[config.mk]
export PLATFORM = sky130hd
export DESIGN_NAME = keypad_scan
export DESIGN_NICKNAME = d
export VERILOG_FILES = /design/src/rtl/keypad_scan.sv
export SDC_FILE = /design/constraint.sdc
export NUM_CORES = 1
export LEC_CHECK = 0
export CAP_MARGIN = 40
export CORE_ASPECT_RATIO = 1.1
export CORE_UTILIZATION = 29
export DETAILED_ROUTE_END_ITERATION = 6
export SLEW_MARGIN = 30
export SYNTH_ARGS = -nofsm -noshare
export SYNTH_HDL_FRONTEND = slang
export SYNTH_SLANG_ARGS = --single-unit
[constraint.sdc]
create_clock -name clk -period 2.8 [get_ports clk]
set_input_delay 0.56 -clock clk [delete_from_list [all_inputs] [get_ports clk]]
set_output_delay 0.56 -clock clk [all_outputs]
set_load 0.02 [all_outputs]
[src/rtl/keypad_scan.sv]
// 4x4 key matrix scanner: column strobe, 2-flop row sync, frame-based debounce, valid/ack output.
// Optional KEYPAD_HEX_MAP_EN remaps raw col*4+row codes to the Pmod KYPD legend.
module keypad_scan #(
    parameter int SCAN_DIV = 1024,
    parameter int DEBOUNCE = 4
) (
    input  logic       clk,
    input  logic       reset_n,
    output logic [3:0] col_n,
    input  logic [3:0] row_n,
    output logic [3:0] key_code,
    output logic       key_valid,
    input  logic       key_ack,
    output logic       key_down,
    output logic       overrun
);

    localparam int DIV_W = $clog2(SCAN_DIV);
    localparam int CNT_W = $clog2(DEBOUNCE + 1);
    localparam logic [DIV_W-1:0] DIV_LAST = DIV_W'(SCAN_DIV - 1);
    localparam logic [CNT_W-1:0] CNT_LAST = CNT_W'(DEBOUNCE - 1);

    typedef enum logic [1:0] {
        S_IDLE     = 2'd0,
        S_DEBOUNCE = 2'd1,
        S_PRESSED  = 2'd2
    } state_t;

    function automatic logic [2:0] popcnt4(input logic [3:0] v);
        popcnt4 = 3'(v[0]) + 3'(v[1]) + 3'(v[2]) + 3'(v[3]);
    endfunction

    // Frame population saturates at 2, which stands for "multi".
    function automatic logic [1:0] sat_add(input logic [1:0] acc, input logic [2:0] n);
        logic [2:0] s;
        s = {1'b0, acc} + n;
        sat_add = (s > 3'd2) ? 2'd2 : s[1:0];
    endfunction

    function automatic logic [1:0] low_row(input logic [3:0] v);
        low_row = 2'd3;
        if (v[0])      low_row = 2'd0;
        else if (v[1]) low_row = 2'd1;
        else if (v[2]) low_row = 2'd2;
    endfunction

    function automatic logic [3:0] map_code(input logic [3:0] raw);
`ifdef KEYPAD_HEX_MAP_EN
        case (raw)
            4'd0:  map_code = 4'h1;  4'd1:  map_code = 4'h4;
            4'd2:  map_code = 4'h7;  4'd3:  map_code = 4'h0;
            4'd4:  map_code = 4'h2;  4'd5:  map_code = 4'h5;
            4'd6:  map_code = 4'h8;  4'd7:  map_code = 4'hF;
            4'd8:  map_code = 4'h3;  4'd9:  map_code = 4'h6;
            4'd10: map_code = 4'h9;  4'd11: map_code = 4'hE;
            4'd12: map_code = 4'hA;  4'd13: map_code = 4'hB;
            4'd14: map_code = 4'hC;  default: map_code = 4'hD;
        endcase
`else
        map_code = raw;
`endif
    endfunction

    logic [1:0] rst_sync_q;
    logic       rst_n_int;

    always_ff @(posedge clk or negedge reset_n) begin
        if (!reset_n) rst_sync_q <= 2'b00;
        else          rst_sync_q <= {rst_sync_q[0], 1'b1};
    end
    assign rst_n_int = rst_sync_q[1];

    logic [3:0]       row_s1_q, row_s2_q;
    logic [DIV_W-1:0] div_q, div_d;
    logic [1:0]       col_q, col_d;
    logic [1:0]       frm_cnt_q, frm_cnt_d;
    logic [3:0]       frm_code_q, frm_code_d;
    state_t           state_q, state_d;
    logic [CNT_W-1:0] cnt_q, cnt_d;
    logic [3:0]       cand_q, cand_d;
    logic [3:0]       code_q, code_d;
    logic             valid_q, valid_d;
    logic             ovr_q, ovr_d;

    logic       sample, frame_end, emit;
    logic [3:0] pressed;
    logic [2:0] ncol;
    logic [1:0] frame_cnt;
    logic [3:0] frame_code;

    assign sample     = (div_q == DIV_LAST);
    assign frame_end  = sample && (col_q == 2'd3);
    assign pressed    = ~row_s2_q;
    assign ncol       = popcnt4(pressed);
    assign frame_cnt  = sat_add(frm_cnt_q, ncol);
    assign frame_code = (ncol == 3'd1) ? {col_q, low_row(pressed)} : frm_code_q;

    // Scan timing and per-frame accumulation
    always_comb begin
        div_d      = div_q + 1'b1;
        col_d      = col_q;
        frm_cnt_d  = frm_cnt_q;
        frm_code_d = frm_code_q;
        if (sample) begin
            div_d = '0;
            col_d = col_q + 2'd1;
            if (col_q == 2'd3) begin
                frm_cnt_d  = '0;
                frm_code_d = '0;
            end else begin
                frm_cnt_d  = frame_cnt;
                frm_code_d = frame_code;
            end
        end
    end

    // Debounce FSM (frame-end only) and consumer handshake
    always_comb begin
        state_d = state_q;
        cnt_d   = cnt_q;
        cand_d  = cand_q;
        emit    = 1'b0;
        code_d  = code_q;
        valid_d = valid_q;
        ovr_d   = ovr_q;
        if (frame_end) begin
            case (state_q)
                S_IDLE: begin
                    if (frame_cnt == 2'd1) begin
                        cand_d = frame_code;
                        if (DEBOUNCE == 1) begin
                            state_d = S_PRESSED;
                            cnt_d   = '0;
                            emit    = 1'b1;
                        end else begin
                            state_d = S_DEBOUNCE;
                            cnt_d   = CNT_W'(1);
                        end
                    end
                end
                S_DEBOUNCE: begin
                    if (frame_cnt == 2'd1 && frame_code == cand_q) begin
                        if (cnt_q == CNT_LAST) begin
                            state_d = S_PRESSED;
                            cnt_d   = '0;
                            emit    = 1'b1;
                        end else begin
                            cnt_d = cnt_q + 1'b1;
                        end
                    end else begin
                        state_d = S_IDLE;
                        cnt_d   = '0;
                    end
                end
                S_PRESSED: begin
                    if (frame_cnt != 2'd0) begin
                        cnt_d = '0;
                    end else if (cnt_q == CNT_LAST) begin
                        state_d = S_IDLE;
                        cnt_d   = '0;
                    end else begin
                        cnt_d = cnt_q + 1'b1;
                    end
                end
                default: begin
                    state_d = S_IDLE;
                    cnt_d   = '0;
                end
            endcase
        end
        if (emit) begin
            if (!valid_q || key_ack) begin
                code_d  = map_code(cand_d);
                valid_d = 1'b1;
            end else begin
                ovr_d = 1'b1;
            end
        end else if (key_ack && valid_q) begin
            valid_d = 1'b0;
            ovr_d   = 1'b0;
        end
    end

    always_ff @(posedge clk or negedge rst_n_int) begin
        if (!rst_n_int) begin
            row_s1_q   <= 4'hF;
            row_s2_q   <= 4'hF;
            div_q      <= '0;
            col_q      <= '0;
            frm_cnt_q  <= '0;
            frm_code_q <= '0;
            state_q    <= S_IDLE;
            cnt_q      <= '0;
            cand_q     <= '0;
            code_q     <= '0;
            valid_q    <= 1'b0;
            ovr_q      <= 1'b0;
        end else begin
            row_s1_q   <= row_n;
            row_s2_q   <= row_s1_q;
            div_q      <= div_d;
            col_q      <= col_d;
            frm_cnt_q  <= frm_cnt_d;
            frm_code_q <= frm_code_d;
            state_q    <= state_d;
            cnt_q      <= cnt_d;
            cand_q     <= cand_d;
            code_q     <= code_d;
            valid_q    <= valid_d;
            ovr_q      <= ovr_d;
        end
    end

    assign col_n     = ~(4'b0001 << col_q);
    assign key_code  = code_q;
    assign key_valid = valid_q;
    assign key_down  = (state_q == S_PRESSED);
    assign overrun   = ovr_q;

endmodule
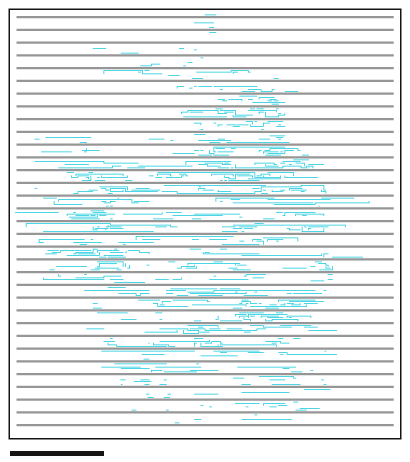
(run_1/layer_met1.png)
Scale bar: 20 um. Supply wires on this layer in grey.
main direction: horizontal
nets with wire on the layer: 228
share of all routed wire: 48%
wire length on this layer: 1940 um
drt total wl: 4.02 mm
vias post-DR: 1469

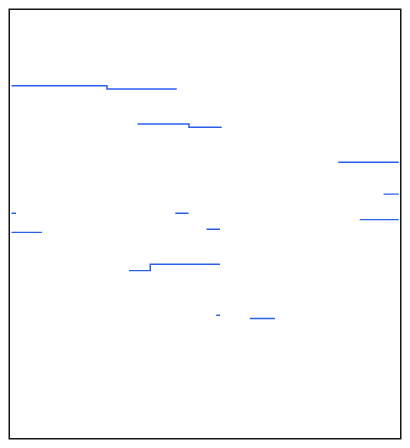
(run_1/layer_met3.png)
nets with wire on the layer: 8
share of all routed wire: 2.9%
longest straight run: 20.2 um
wire length on this layer: 115 um
GR Util met3: 3.18%

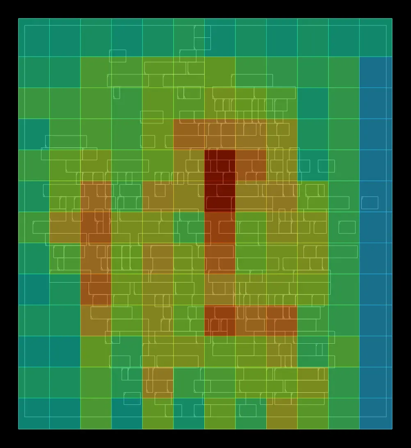
(run_1/congestion.png)
Util after Layout: 38.7%
GRT busiest layer: met2
DR WL/cell: 12.8 um
met2 GRT Util: 18.9%

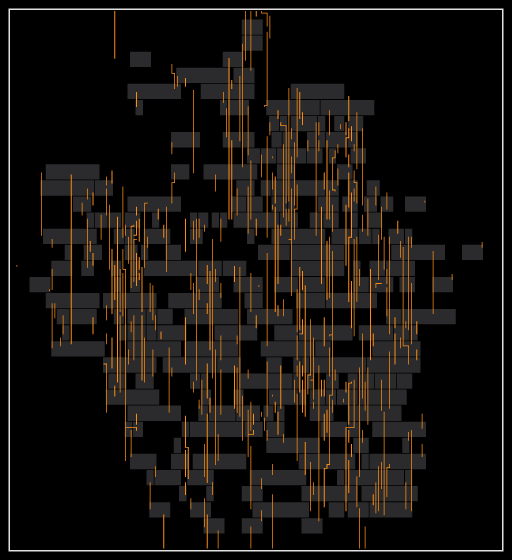
(run_1/layer_met2.png)
Cells faint in the background.
wire length on this layer: 1900 um
longest straight run: 32.3 um
main direction: vertical
share of all routed wire: 47%
nets with wire on the layer: 213

==> impl_metrics.py, run 1 <==
# Flow results
metrics = {
    "layout": {
        "nNetsFinal": 247,
        "biggestCellCategory": "registers",
        "area_share_nonclk_buffers_pct": 11.3,
        "area.growth.synth_to_final_pct": 29.0,
        "flop_area_mm2": 0.00109,
        "seq_share_pct": 40.0,
        "design_area_mm2": 0.00271,
        "nNonClkInverters": 12,
        "clock_area_share_pct": 3.46,
    },
    "placed_design": {
        "place_ws_ns": -0.667,
        "dp_hpwl_mm": 2.95,
    },
    "synthesis": {
        "mux_share_pct": 6.85,
        "synth.top_cells.by_count": "dfrtp_1 (35), nand2_1 (18), inv_1 (12), nor2_1 (12)",
        "synth_top_area_share_pct": 41.7,
        "ys_sh_simple_pct": 17.9,
        "yosys.cell_types.count": 43,
        "ys_cells": 187,
        "ys_seq_share_pct": 51.7,
    },
    "floorplan": {
        "n_tap_cell": 85,
        "die_h_um": 91.3,
        "chip_area_mm2": 0.00759,
        "die_w_um": 83.2,
        "core_mm2": 0.00701,
        "rows": 32,
    },
    "worst_hold_path": {
        "hold_class": "reg -> async",
    },
    "pwr": {
        "power.group.top": "sequential cells",
        "p_clk_uw": 402,
        "power_sequential_uw": 637,
        "p_int_uw": 893,
    },
    "timing": {
        "rsz0062_at_grt": "true",
        "fmax_mhz": 290,
        "fin_ws_ns": -0.650,
        "finalHoldViolations": 0,
        "setup_violations": 16,
    },
    "cts": {
        "root_buffer": "clkbuf_8",
        "cts_hold_buf": 0,
    },
    "setup_path": {
        "cp.depth": 11,
        "r2r.worst_path.cells": 11,
        "crit_top_cell": "ha_4",
        "crit_buf_inv": 1,
    },
    "drt": {
        "dr_wl_met2_mm": 1.90,
        "first_pass_iters": 4,
    },
    "global_route": {
        "grt_max_degree": 35,
        "grt_pass1_wl_mm": 7.05,
        "grt.met1_usage_pct": 15.2,
        "track_usage_pct": 11.8,
    },
    "outcome": {
        "violations": "setup timing",
        "status": "complete, but fails checks",
    },
    "flow_run": {
        "maxCapViolCount": 0,
    },
}
[run 1: final timing paths]
check / from / to / slack [ns]
worst max-delay path: row_s2_q[3] / key_code[0] / -0.65
worst min-delay path: rst_sync_q[1] / cnt_q[0] / 0.13
worst max register to register: row_s2_q[3] / key_code[0] / -0.65
worst min register to register: rst_sync_q[1] / cnt_q[0] / 0.13
max in group asynchronous: rst_sync_q[1] / row_s1_q[3] / 1.90
min in group clk: rst_sync_q[0] / rst_sync_q[1] / 0.35
[run 1: repair_timing]
| item | 4_1_cts | 5_1_grt |
|---|---|---|
| buffers inserted | 2 | 1 |
| resized | 4 | 7 |
| endpoints found under the hold margin | 0 | 0 |
| setup endpoints to repair | 16 | 17 |
| pin swaps | 4 | 0 |
==> run 2: changes to the inputs <==
- CAP_MARGIN: 40 -> 25
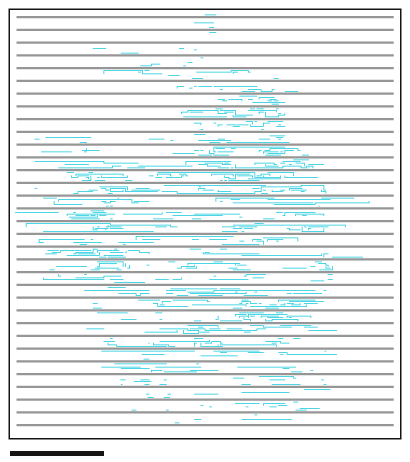
(run_2/layer_met1.png)
Scale bar: 20 um. Supply wires on this layer in grey.
wire length on this layer: 1940 um
main direction: horizontal
nets with wire on the layer: 228
share of all routed wire: 48%
routing usage on met1: 15.2%

==> impl_metrics.py, run 2 <==
# Flow results
metrics = {
    "outcome": {
        "status": "complete, but fails checks",
        "violations": "setup timing",
    },
    "setup_path": {
        "cp-startpoint": "row_s2_q[3]",
        "crit_path_end": "key_code[0]",
        "cp.depth": 11,
    },
    "pwr": {
        "p_int_uw": 893,
        "power_sequential_uw": 637,
    },
    "synthesis": {
        "ys_seq_share_pct": 51.7,
        "yosys.cell_types.count": 43,
        "synth_top_area_share_pct": 41.7,
    },
    "layout": {
        "area.growth.synth_to_final_pct": 29.0,
        "fin_util_pct": 38.7,
        "design_area_mm2": 0.00271,
        "area_share_nonclk_buffers_pct": 11.3,
        "clock_area_share_pct": 3.46,
        "flop_area_mm2": 0.00109,
    },
    "floorplan": {
        "chip_area_mm2": 0.00759,
        "core_mm2": 0.00701,
        "rows": 32,
        "n_tap_cell": 85,
    },
    "cts": {
        "cts_resized": 4,
        "cts_hold_buf": 0,
        "postCtsSetupRepairBufs": 2,
    },
    "timing": {
        "setup_violations": 16,
        "rsz0062_at_grt": "true",
        "fmax_mhz": 290,
        "fin_ws_ns": -0.650,
    },
    "drt": {
        "first_pass_iters": 4,
        "vias": 1469,
        "wl_per_cell_um": 12.8,
    },
    "flow_run": {
        "maxCapViolCount": 0,
    },
    "global_route": {
        "track_usage_pct": 11.8,
    },
    "placed_design": {
        "place_ws_ns": -0.667,
    },
}
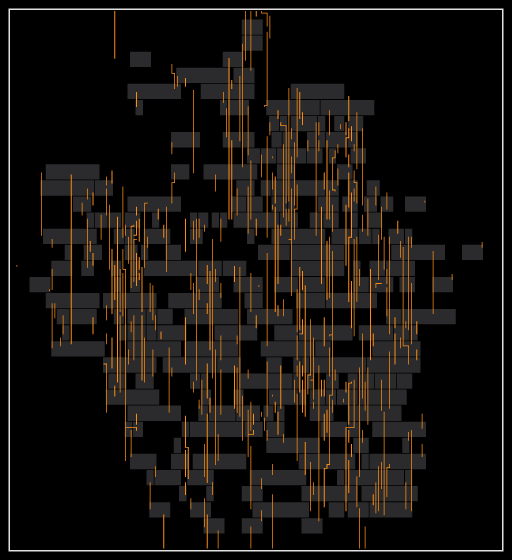
(run_2/layer_met2.png)
Cells faint in the background.
wire length on this layer: 1900 um
nets with wire on the layer: 213
share of all routed wire: 47%
longest straight run: 32.3 um
main direction: vertical

## run 2: cell counts in the layout (fill, tap and decap cells not counted)
No cell type changed its count.
## run 2: cells by family (layout without fill, tap and decap cells)
family | count (synthesis) | count (layout) | synth area share, %
muxes | 13 | 13 | 6.85
AOI/OAI and AO/OA | 30 | 30 | 9.05
adders and majority gates | 12 | 12 | 7.86
xor gates and xnor gates | 10 | 10 | 4.17
DFF | 43 | 43 | 51.7
buffers and inverters | 13 | 55 | 2.32
other | 1 | 1 | 0.178
and+or+nand+nor | 65 | 65 | 17.9
## run 2: routing by layer
metal	share of wire, %	vias up	global-route usage, %
met5	0	-	0
met2	47	13	18.9
met1	48	713	15.2
li1	-	737	-
met4	1.6	0	4.31
met3	2.8	6	3.18
==> run_2/layer_met3.png <==
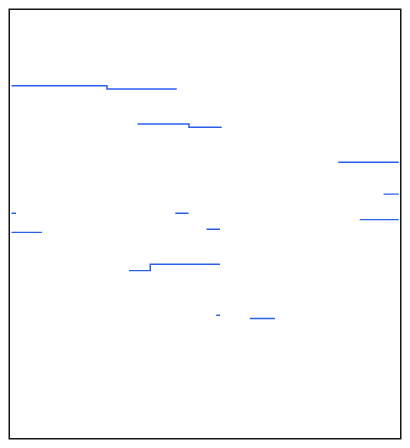

==> run 3: changes to the inputs <==
- PLACE_DENSITY: unset -> 0.54
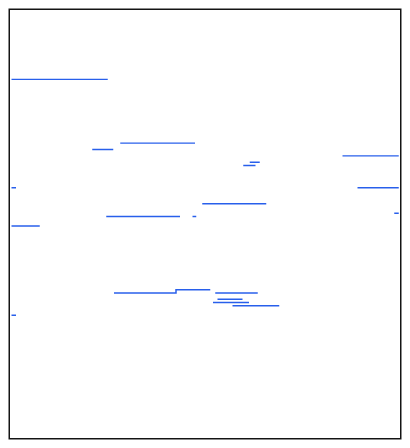
(run_3/layer_met3.png)
share of all routed wire: 3.6%
wire length on this layer: 153 um
main direction: horizontal

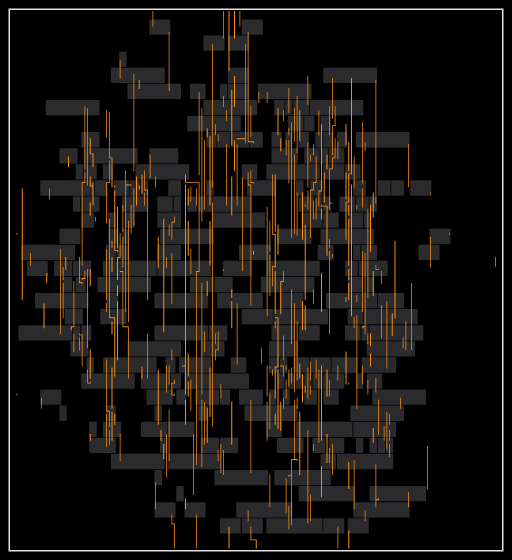
(run_3/layer_met2.png)
Cells faint in the background.
wire length on this layer: 2030 um
share of all routed wire: 48%
longest straight run: 37.7 um
main direction: vertical
nets with wire on the layer: 216
drt total wl: 4.22 mm
vias post-DR: 1494

==> impl_metrics.py, run 3 <==
# Flow results
metrics = {
    "layout": {
        "fin_util_pct": 38.5,
        "top_register": "div_q",
    },
    "timing": {
        "fmax_mhz": 289,
        "fin_ws_ns": -0.666,
        "rsz0062_at_grt": "true",
        "setup_violations": 16,
        "tightest_slew_ns": 0.530,
    },
    "floorplan": {
        "core_mm2": 0.00701,
        "chip_area_mm2": 0.00759,
        "rows": 32,
        "top_level_ports": 18,
    },
    "placed_design": {
        "place_ws_ns": -0.699,
    },
    "drt": {
        "wl_per_cell_um": 13.6,
        "dr_wl_met2_mm": 2.03,
        "drt-met1-wl_mm": 2.00,
        "first_pass_iters": 4,
        "met3_length_um": 152,
        "dr.max_layer_used": "met4",
    },
    "setup_path": {
        "worstSetupPathType": "reg -> reg",
        "cp-startpoint": "row_s2_q[3]",
    },
    "outcome": {
        "violations": "setup timing",
        "status": "complete, but fails checks",
    },
    "global_route": {
        "use_met2_pct": 19.7,
        "use_met3_pct": 2.91,
        "grt.met1_usage_pct": 16.3,
        "grt_most_used_layer": "met2",
    },
    "flow_run": {
        "maxCapViolCount": 0,
    },
    "pwr": {
        "p_int_uw": 968,
        "power_sequential_uw": 635,
    },
    "synthesis": {
        "fa_ha_area_share_pct": 7.86,
        "mux_share_pct": 6.85,
        "yosys.cell_types.count": 43,
        "synthXorXnorAreaFrac_pct": 4.17,
        "synth_top_area_share_pct": 41.7,
        "ys_sh_simple_pct": 17.9,
        "logic_family": "simple AND/OR/NAND/NOR gates",
    },
    "cts": {
        "cts_hold_buf": 0,
    },
}
run 3: worst register-to-register path: stages, from the launching register on:
cell     delay [ns]
dfstp_2        0.52
inv_1          0.05
fa_1           0.58
ha_4           0.23
ha_4           0.16
fa_2           0.36
xor2_2         0.19
nor4_2         0.29
mux2i_1        0.16
nor4_4         0.32
nand4_4        0.18
mux2_4         0.34
run 3: cell type report:
class | instances | area [um2]
Fill cell | 683 | 4310
Sequential cell | 43 | 1090
Multi-Input combinational cell | 131 | 1070
Timing Repair Buffer | 33 | 290
Tap cell | 85 | 106
Clock buffer | 6 | 72.6
Inverter | 12 | 45.0
Clock inverter | 1 | 30.0
run 3: repair_timing:
item,4_1_cts,5_1_grt
endpoints found under the hold margin,0,0
endpoints found under the setup margin,16,17
pin swaps,0,1
gates resized,3,3
setup buffers,1,0
cloned,0,0
No activity file was given, so power comes from the tool's default toggle rates.
